===== src/rtl/filter_out_axis_if.sv =====
// AXI4-Stream style pixel bus leaving filter_out_axis.
// FILTER_OUT_EOF_EN adds the end-of-frame sideband m_teof.
interface filter_out_axis_if #(
  parameter int DATA_WIDTH = 8
);
  // Handshake: a beat transfers on a rising clock edge where m_tvalid && m_tready.
  // Once m_tvalid is high it stays high, and the payload stays stable, until that transfer.
  logic                  m_tvalid;
  logic                  m_tready;
  logic [DATA_WIDTH-1:0] m_tdata;
  logic                  m_tuser;
  logic                  m_tlast;
`ifdef FILTER_OUT_EOF_EN
  logic                  m_teof;

  modport master (output m_tvalid, m_tdata, m_tuser, m_tlast, m_teof, input m_tready);
  modport slave  (input m_tvalid, m_tdata, m_tuser, m_tlast, m_teof, output m_tready);
`else
  modport master (output m_tvalid, m_tdata, m_tuser, m_tlast, input m_tready);
  modport slave  (input m_tvalid, m_tdata, m_tuser, m_tlast, output m_tready);
`endif
endinterface


===== src/rtl/filter_out_axis.sv =====
// Frames the unstallable 3x3 filter pixel stream with SOF/EOL tags and buffers it for an AXI-Stream sink.
// Optional macro FILTER_OUT_EOF_EN adds an end-of-frame tag (m_teof) to each FIFO entry.
module filter_out_axis #(
  parameter int FRAME_H    = 480,
  parameter int FRAME_W    = 640,
  parameter int DATA_WIDTH = 8,
  parameter int FIFO_DEPTH = 16
) (
  input  logic                          clock,
  input  logic                          rst_n,
  input  logic                          frame_start,
  input  logic                          din_vld,
  input  logic [DATA_WIDTH-1:0]         din,
  filter_out_axis_if.master             m_axis,
  output logic                          overflow,
  output logic [$clog2(FIFO_DEPTH):0]   fifo_level
);

  localparam int COL_W = (FRAME_W > 1) ? $clog2(FRAME_W) : 1;
  localparam int ROW_W = (FRAME_H > 1) ? $clog2(FRAME_H) : 1;
  localparam int PTR_W = (FIFO_DEPTH > 1) ? $clog2(FIFO_DEPTH) : 1;
  localparam int LVL_W = $clog2(FIFO_DEPTH) + 1;
`ifdef FILTER_OUT_EOF_EN
  localparam int TAG_W = 3;
`else
  localparam int TAG_W = 2;
`endif
  localparam int ENT_W = TAG_W + DATA_WIDTH;

  logic [COL_W-1:0] r_col, w_cur_col, w_nxt_col;
  logic [ROW_W-1:0] r_row, w_cur_row, w_nxt_row;
  logic             w_sof, w_eol, w_last_row;
`ifdef FILTER_OUT_EOF_EN
  logic             w_eof;
`endif

  logic [ENT_W-1:0] w_entry, w_rd_entry, r_out_entry;
  logic [ENT_W-1:0] r_mem [FIFO_DEPTH];
  logic [PTR_W-1:0] r_wptr, r_rptr;
  logic [LVL_W-1:0] r_level, r_mem_cnt;
  logic             r_out_vld, r_overflow;
  logic             w_pop, w_push, w_load, w_bypass, w_mem_wr, w_mem_rd;

  // frame_start overrides the stored position for this cycle's pixel.
  always_comb begin
    w_cur_col = frame_start ? '0 : r_col;
    w_cur_row = frame_start ? '0 : r_row;
  end

  assign w_sof      = (w_cur_row == '0) && (w_cur_col == '0);
  assign w_eol      = (w_cur_col == COL_W'(FRAME_W - 1));
  assign w_last_row = (w_cur_row == ROW_W'(FRAME_H - 1));

  always_comb begin
    w_nxt_col = w_cur_col;
    w_nxt_row = w_cur_row;
    if (din_vld) begin
      if (w_eol) begin
        w_nxt_col = '0;
        w_nxt_row = w_last_row ? '0 : w_cur_row + ROW_W'(1);
      end else begin
        w_nxt_col = w_cur_col + COL_W'(1);
      end
    end
  end

`ifdef FILTER_OUT_EOF_EN
  assign w_eof   = w_eol && w_last_row;
  assign w_entry = {w_eof, w_sof, w_eol, din};
`else
  assign w_entry = {w_sof, w_eol, din};
`endif

  // The level covers the output register too, so a full FIFO can still accept
  // a pixel in a cycle where the output beat leaves.
  assign w_pop      = r_out_vld && m_axis.m_tready;
  assign w_push     = din_vld && ((r_level < LVL_W'(FIFO_DEPTH)) || w_pop);
  assign w_load     = !r_out_vld || w_pop;
  assign w_mem_rd   = w_load && (r_mem_cnt != '0);
  assign w_bypass   = w_push && w_load && (r_mem_cnt == '0);
  assign w_mem_wr   = w_push && !w_bypass;
  assign w_rd_entry = r_mem[r_rptr];

  always_ff @(posedge clock) begin
    if (w_mem_wr) begin
      r_mem[r_wptr] <= w_entry;
    end
  end

  always_ff @(posedge clock or negedge rst_n) begin
    if (!rst_n) begin
      r_col       <= '0;
      r_row       <= '0;
      r_wptr      <= '0;
      r_rptr      <= '0;
      r_mem_cnt   <= '0;
      r_level     <= '0;
      r_out_vld   <= 1'b0;
      r_out_entry <= '0;
      r_overflow  <= 1'b0;
    end else begin
      r_col <= w_nxt_col;
      r_row <= w_nxt_row;

      if (w_mem_wr) begin
        r_wptr <= r_wptr + PTR_W'(1);
      end
      if (w_mem_rd) begin
        r_rptr <= r_rptr + PTR_W'(1);
      end

      case ({w_mem_wr, w_mem_rd})
        2'b10:   r_mem_cnt <= r_mem_cnt + LVL_W'(1);
        2'b01:   r_mem_cnt <= r_mem_cnt - LVL_W'(1);
        default: r_mem_cnt <= r_mem_cnt;
      endcase

      case ({w_push, w_pop})
        2'b10:   r_level <= r_level + LVL_W'(1);
        2'b01:   r_level <= r_level - LVL_W'(1);
        default: r_level <= r_level;
      endcase

      // Output stage refills from storage first; an empty store lets the new pixel fall through.
      if (w_load) begin
        if (w_mem_rd) begin
          r_out_vld   <= 1'b1;
          r_out_entry <= w_rd_entry;
        end else if (w_bypass) begin
          r_out_vld   <= 1'b1;
          r_out_entry <= w_entry;
        end else begin
          r_out_vld   <= 1'b0;
        end
      end

      if (din_vld && !w_push) begin
        r_overflow <= 1'b1;
      end
    end
  end

  assign m_axis.m_tvalid = r_out_vld;
  assign m_axis.m_tdata  = r_out_entry[DATA_WIDTH-1:0];
  assign m_axis.m_tlast  = r_out_entry[DATA_WIDTH];
  assign m_axis.m_tuser  = r_out_entry[DATA_WIDTH+1];
`ifdef FILTER_OUT_EOF_EN
  assign m_axis.m_teof   = r_out_entry[DATA_WIDTH+2];
`endif
  assign overflow   = r_overflow;
  assign fifo_level = r_level;

endmodule


===== src/flat_wrapper.sv =====
// flat-port wrapper written by rule: the top's interface ports become plain ports
module filter_out_axis_flat 
#(
  parameter int FRAME_H    = 480,
  parameter int FRAME_W    = 640,
  parameter int DATA_WIDTH = 8,
  parameter int FIFO_DEPTH = 16
)
  (clock, rst_n, frame_start, din_vld, din, overflow, fifo_level, m_axis_m_tvalid, m_axis_m_tdata, m_axis_m_tuser, m_axis_m_tlast, m_axis_m_tready);
  filter_out_axis_if #(.DATA_WIDTH(DATA_WIDTH)) m_axis_i ();
  input  logic clock;
  input  logic rst_n;
  input  logic frame_start;
  input  logic din_vld;
  input  logic [DATA_WIDTH-1:0] din;
  output logic overflow;
  output logic [$clog2(FIFO_DEPTH):0] fifo_level;
  output wire logic [$bits(m_axis_i.m_tvalid)-1:0] m_axis_m_tvalid;
  output wire logic [$bits(m_axis_i.m_tdata)-1:0] m_axis_m_tdata;
  output wire logic [$bits(m_axis_i.m_tuser)-1:0] m_axis_m_tuser;
  output wire logic [$bits(m_axis_i.m_tlast)-1:0] m_axis_m_tlast;
  input wire logic [$bits(m_axis_i.m_tready)-1:0] m_axis_m_tready;
  assign m_axis_m_tvalid = m_axis_i.m_tvalid;
  assign m_axis_m_tdata = m_axis_i.m_tdata;
  assign m_axis_m_tuser = m_axis_i.m_tuser;
  assign m_axis_m_tlast = m_axis_i.m_tlast;
  assign m_axis_i.m_tready = m_axis_m_tready;
  filter_out_axis #(.FRAME_H(FRAME_H), .FRAME_W(FRAME_W), .DATA_WIDTH(DATA_WIDTH), .FIFO_DEPTH(FIFO_DEPTH)) u_core (.clock(clock), .rst_n(rst_n), .frame_start(frame_start), .din_vld(din_vld), .din(din), .m_axis(m_axis_i), .overflow(overflow), .fifo_level(fifo_level));
endmodule

===== config.mk =====
export PLATFORM = sky130hd
export DESIGN_NAME = filter_out_axis_flat
export DESIGN_NICKNAME = d
export VERILOG_FILES = /design/src/rtl/filter_out_axis_if.sv /design/src/rtl/filter_out_axis.sv /design/src/flat_wrapper.sv
export SDC_FILE = /design/constraint.sdc
export NUM_CORES = 1
export LEC_CHECK = 0
export ABC_AREA = 1
export CAP_MARGIN = 25
export CORE_MARGIN = 5
export CORE_UTILIZATION = 35
export DETAILED_ROUTE_END_ITERATION = 7
export PLACE_DENSITY_LB_ADDON = 0.25
export SETUP_SLACK_MARGIN = 0.02
export SKIP_CTS_REPAIR_TIMING = 1
export SYNTH_ARGS = -nofsm -noshare
export SYNTH_HDL_FRONTEND = slang
export SYNTH_SLANG_ARGS = --single-unit

===== constraint.sdc =====
create_clock -name clock -period 2.2 [get_ports clock]
set_input_delay 0.33 -clock clock [delete_from_list [all_inputs] [get_ports clock]]
set_output_delay 0.33 -clock clock [all_outputs]
set_load 0.02 [all_outputs]

==> flow_summary.toml, run 1 <==
# generated from flow reports
[sta]
clock.fmax_mhz = 478.5
max_slew.worst_pin.slew_ps = 601.9
fin_crit_sh = 0.9499
maxSlewViolCount = 0
period_minus_slack_ps = 2090
setup_viol = 0
setup_tns_ps = 0
rsz0062_at_grt = "yes"
setup_ws_ps = 110.2
relSlewSlack = 0.5975
hold_violations = 0

[synthesis]
top_logic_kind = "simple AND/OR/NAND/NOR gates"
syn_nets = 1072
synth_top_area_share = 0.4895
netlist_area_mm2 = 0.009814
xor_area_frac = 0.01606
ys_sh_simple = 0.2473
aoi_share = 0.02766
ys_sh_adder = 0.02371
synth.most_common_cell = "nand2_1"
ys_seq_share = 0.6145
synth_flops = 209
top_area_cell = "edfxtp_1"
syn_area_per_cell_um2 = 9.428
yosys.cell_types.count = 37
yosys_cells = 1041
ff_type = "edfxtp_1"
yosysWarningCount = 0
async_reset_ff_frac = 0.2344
ys_sh_mux = 0
syn_inst = 1041

[critical_path]
start_kind = "flop"
cp-end-kind = "flop"
cp.required_ps = 2650
crit_path_max_fanout = 4
path_class = "flop to flop"
r2r_slack_ps = 110
rr_startpoint = "u_core.fifo_level[4]$_DFFE_PN0P_"
cp_data_arrival_time_ps = 2540
ff2ff_path_depth = 17

[power]
powerDensity_mw_per_mm2 = 1189
power_frac_seq = 0.351
p_sw_frac = 0.3601
p_comb_frac = 0.370
power.switching_mw = 5.192
pwr-share-clk = 0.279
internal-power_mw = 9.225
total_power_mw = 14.42
p_leak_nw = 5.221

[routing]
first_pass_iters = 5
wl_per_cell_um = 15.06
dr_wl_met2_mm = 10.72
drc = 0
met1_length_mm = 11.06
dr.first_iter.drc_count = 428
route.vias.total = 7097
top_layer_used = "met4"
vias_per_cell = 4.579
wirelength_mm = 23.35
final_antenna_net_count = 0

[die]
fp-utilization = 0.3542
die-area_mm2 = 0.03149
pin_count = 30

[flow_run]
maxCapViolCount = 0
tool_warnings = 34

[clock_tree]
clk_latency_ps = 530
clockBufferDepth = 3
clk_pin_slew_ps = 60
cts-root-buf = "clkbuf_16"
clock_sinks = 209
cts_buffers = 24
htreeDepth = 1
cts_tree = "built"

[placed_design]
post-place-ws_ps = -366.0
placed_cell_area_mm2 = 0.01121
finalWeightedCongestion = 0.8180
dp_hpwl_mm = 15.74

[layout]
syn2layout_area_growth_pct = 23.51
antennaDiodeCount = 0
fillers = 2626
fin_area_mm2 = 0.01212
layout_top_cell = "nand2_1"
drive_above_1_share = 0.1553
fin_util = 0.4375

[grt]
grt_use_total = 0.1514
grt_pass1_wl_mm = 37.80
antenna_found_initial = 0

[status]
status = "completed"

[worst_hold_path]
hold_path.class = "input pin to asynchronous set/reset pin"
[run 1: layer usage]
layer,vias to the layer above,global-route usage
li1,3599,-
met1,3323,0.2132
met2,144,0.2475
met3,31,0.02194
met4,0,0.03835
met5,-,0
[run 1: area by class of cell]
type / instances / area, µm² / share of cell area
Clock buffer: 35 / 661.9 / 0.05460
Clock inverter: 9 / 150.1 / 0.01239
Inverter: 133 / 504.2 / 0.04160
Multi-Input combinational cell: 660 / 3167 / 0.2613
Sequential cell: 209 / 6037 / 0.4980
Tap cell: 378 / 473.0 / 0.03902
Timing Repair Buffer: 126 / 1129 / 0.09310
[run 1: state kept, by name, indices dropped and copies added, names as in the netlist]
| name | cells |
|---|---|
| u_core.fifo_level | 5 |
| u_core.overflow | 1 |
| u_core.r_mem | 160 |
| u_core.r_row | 9 |
| u_core.r_col | 10 |
| u_core.m_axis.m_tvalid | 1 |
| u_core.r_mem_cnt | 5 |
| u_core.r_out_entry | 10 |
| u_core.r_wptr | 4 |
| u_core.r_rptr | 4 |
[run 1: power by group through the flow]
stage	clock network [mW]	logic, mW	registers [mW]
after CTS	4.13	5.30	5.07
after floorplan	0	3.12	5.26
after global placement	0	5.23	5.14
final	4.02	5.34	5.06
after detailed placement	0	5.29	5.13
after global routing	4.29	6.02	5.12
[run 1: worst max-delay path, cell delays in order, from the launching register on]
cell     delay [ps]
dfrtp_2         420
inv_2            70
a21oi_2          30
nor2_2          150
nand2_2          90
nor2_4          140
nor2_4           50
inv_4            50
ha_4            160
xor2_2          160
ha_2            190
inv_2            30
nand2_2          60
nand3_2          70
nand2_2          90
xor2_1          140
nand2_1          60
nand2_1          60
Fig. 1: run 1, pin map
Scale: 3 px per µm. Pins as bars across the die edge, other pins in grey.
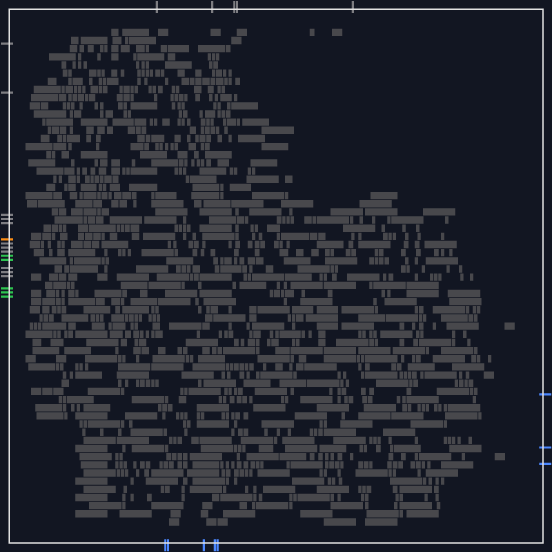
fifo_level: in green, pins 5, direction output, edge left. din: in blue, pins 8, direction input, edge 5 bottom, 3 right. overflow: in orange, pins 1, direction output, edge left.
All pins by edge: 17 left, 5 bottom, 5 top, 3 right.
I/O Buffers: 29
Die X-Extent: 177.5 µm

Fig. 2: run 1, placement view
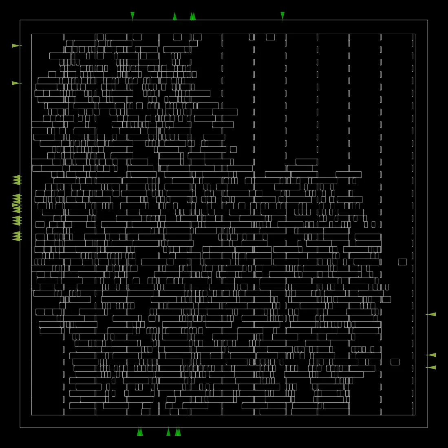
Seq cells: 209
# Taps: 378
final cell count without fillers: 1550
core box area: 0.02771 mm²

Fig. 3: run 1, close-up of the layout
Window x 69 to 109, y 69 to 109 µm. Cells in grey, sequential cells in the stronger grey; small squares are vias.
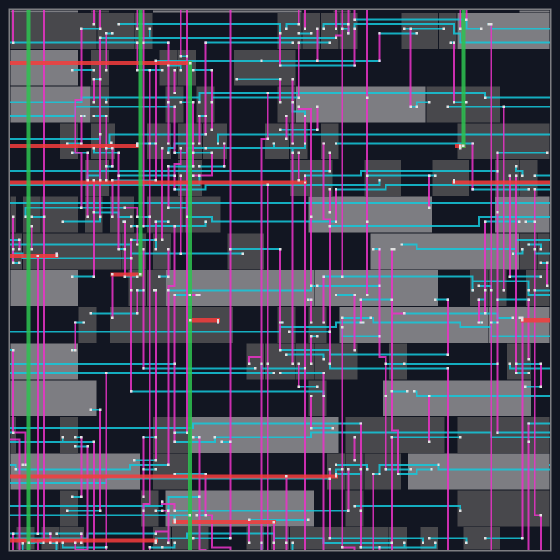
metal 4: in green. metal 1: in cyan. metal 2: in magenta. metal 3: in red.
Netlist names of flops here include u_core.r_mem (11), u_core.r_rptr (3). Sequential cells in the window: 14. Most frequent: nand2_1 (19), nor2_1 (17), buf_4 (15). 101 logic cells have their middle in the window.

Fig. 4: run 1, signal wires on met2
Scale: 2 px per µm. Cells faint in the background.
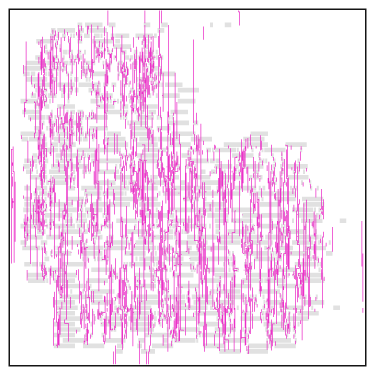

==> inputs of run 2 (changes only) <==
CORE_MARGIN = 2   (was 5)
HOLD_SLACK_MARGIN = 0.08   (was unset)
Fig. 5: run 2, signal wires on met2
Scale: 2 px per µm. Cells faint in the background.
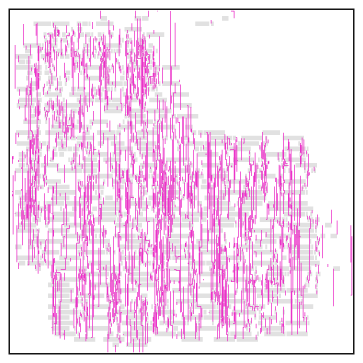
The layer holds 46% of the routed length. The wires run mostly vertical. The longest straight run is 64.6 µm. 830 nets have wire on it. The layer carries 10900 µm of wire.

==> run 2 against run 1 <==
  * Synthesized area did not move
  * Synthesized cell count did not move
  * Fmax rose by 1.7%
  * Register-to-register slack improved by 30 ps
  * First-iteration DRC count rose by 13%
  * Flip-flop count did not move
  * Die area fell by 6.6%
  * Hold slack got worse by 22 ps
  * Total power fell by 1.1%
  * Final cell count fell by 0.52%
  * Clock power fell by 3%
  * Highest routed layer unchanged
==> flow_summary.toml, run 2 <==
# generated from flow reports
[power]
powerClk_mw = 3.90
combinationalPower_mw = 5.27
power.switching_mw = 5.252
power_leader = "combinational logic"

[routing]
wirelength_mm = 23.77
wl_per_cell_um = 15.41
vias_per_cell = 4.564

[layout]
regMostFlops = "u_core.r_mem"
syn2layout_area_growth_pct = 22.35
layout_top_cell = "nand2_1"
largestRegisters = "u_core.r_mem x160, u_core.r_col x10, u_core.r_out_entry x10"
finalNonFillerCells = 1542
fillers = 2685

[sta]
setup_ws_ps = 144.3
clock.fmax_mhz = 486.5
hold_violations = 0
max_slew.worst_pin.slew_ps = 508.6
setup_tns_ps = 0
period_minus_slack_ps = 2056

[critical_path]
cpMostUsedCell = "inv_1"
ff2ff_path_depth = 14
cp-end-kind = "flop"
cp_data_arrival_time_ps = 2460
r2r_slack_ps = 140
path_cells = "a21oi_2 > nor2_2 > inv_1 > buf_4 > ha_4 > inv_1 > fa_1 > inv_1 > a21oi_1 > nor2_1 > nor2_1 > xor2_1 > nand2_1 > o21ai_0"
cp_top_family = "adder cells"

[flow_run]
maxCapViolCount = 0

[synthesis]
yosys.cell_types.count = 37
syn_nets = 1072
syn_inst = 1041
syn_area_per_cell_um2 = 9.428
ff_type = "edfxtp_1"

[clock_tree]
clock_sinks = 209
cts-root-buf = "clkbuf_16"
clk_latency_ps = 530

[placed_design]
dp_hpwl_mm = 15.63

[die]
die-area_mm2 = 0.02940

[worst_hold_path]
hold_path.class = "input pin to asynchronous set/reset pin"

[status]
status = "completed"
Fig. 6: run 2, metal layers overlaid
Scale: 2 px per µm. Two of the layers only.
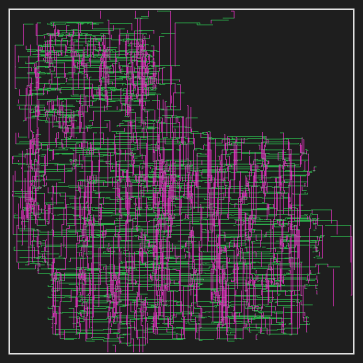
metal 2: in magenta, wire length 10900 µm. metal 1: in green, wire length 11500 µm.

==> run 2: netlist changes by cell type in the layout (fill, tap and decap cells not counted), sizes merged <==
cell      delta
clkbuf      -10
buf          -6
clkinv       +6
clkinvlp     +1
inv          +1
==> run 2: worst min-delay path by stage <==
| stage | startpoint | endpoint | slack, ps | depth (start not counted) |
|---|---|---|---|---|
| floorplan | rst_n | u_core.fifo_level[0]$_DFFE_PN0P_ | 30 | 0 |
| global placement | rst_n | u_core.r_row[6]$_DFF_PN0_ | 350 | 2 |
| detailed placement | rst_n | u_core.r_row[6]$_DFF_PN0_ | 350 | 2 |
| CTS | rst_n | u_core.r_row[6]$_DFF_PN0_ | -210 | 2 |
| global route | rst_n | u_core.r_row[6]$_DFF_PN0_ | 370 | 3 |
| finish | rst_n | u_core.r_row[6]$_DFF_PN0_ | 340 | 3 |
==> run 2: metal layers <==
metal  part of all wire  track usage
met5                  0            0
met4              0.019      0.04016
met3              0.041      0.02232
met2               0.46       0.2673
met1               0.48       0.2415
==> run 2: layout make-up <==
type | instances | area (µm²) | share of cell area
multi-input cells | 660 | 3146 | 0.2620
flip-flops and latches | 209 | 6037 | 0.5028
inverters | 133 | 504.2 | 0.04199
clock inverters | 17 | 177.7 | 0.01480
well taps | 378 | 473.0 | 0.03939
clock buffers | 25 | 583.1 | 0.04856
repair buffers | 120 | 1087 | 0.09055
==> run 2: cell families (layout without fill, tap and decap cells) <==
family | count (synthesis) | count (layout) | synth area share
compound gates | 50 | 50 | 0.02767
simple gates | 574 | 574 | 0.2473
buf+inv | 172 | 295 | 0.07076
flops | 209 | 209 | 0.6145
xor+xnor | 18 | 18 | 0.01606
fa+ha+maj | 18 | 18 | 0.02371
No activity file was given, so power comes from the tool's default toggle rates.
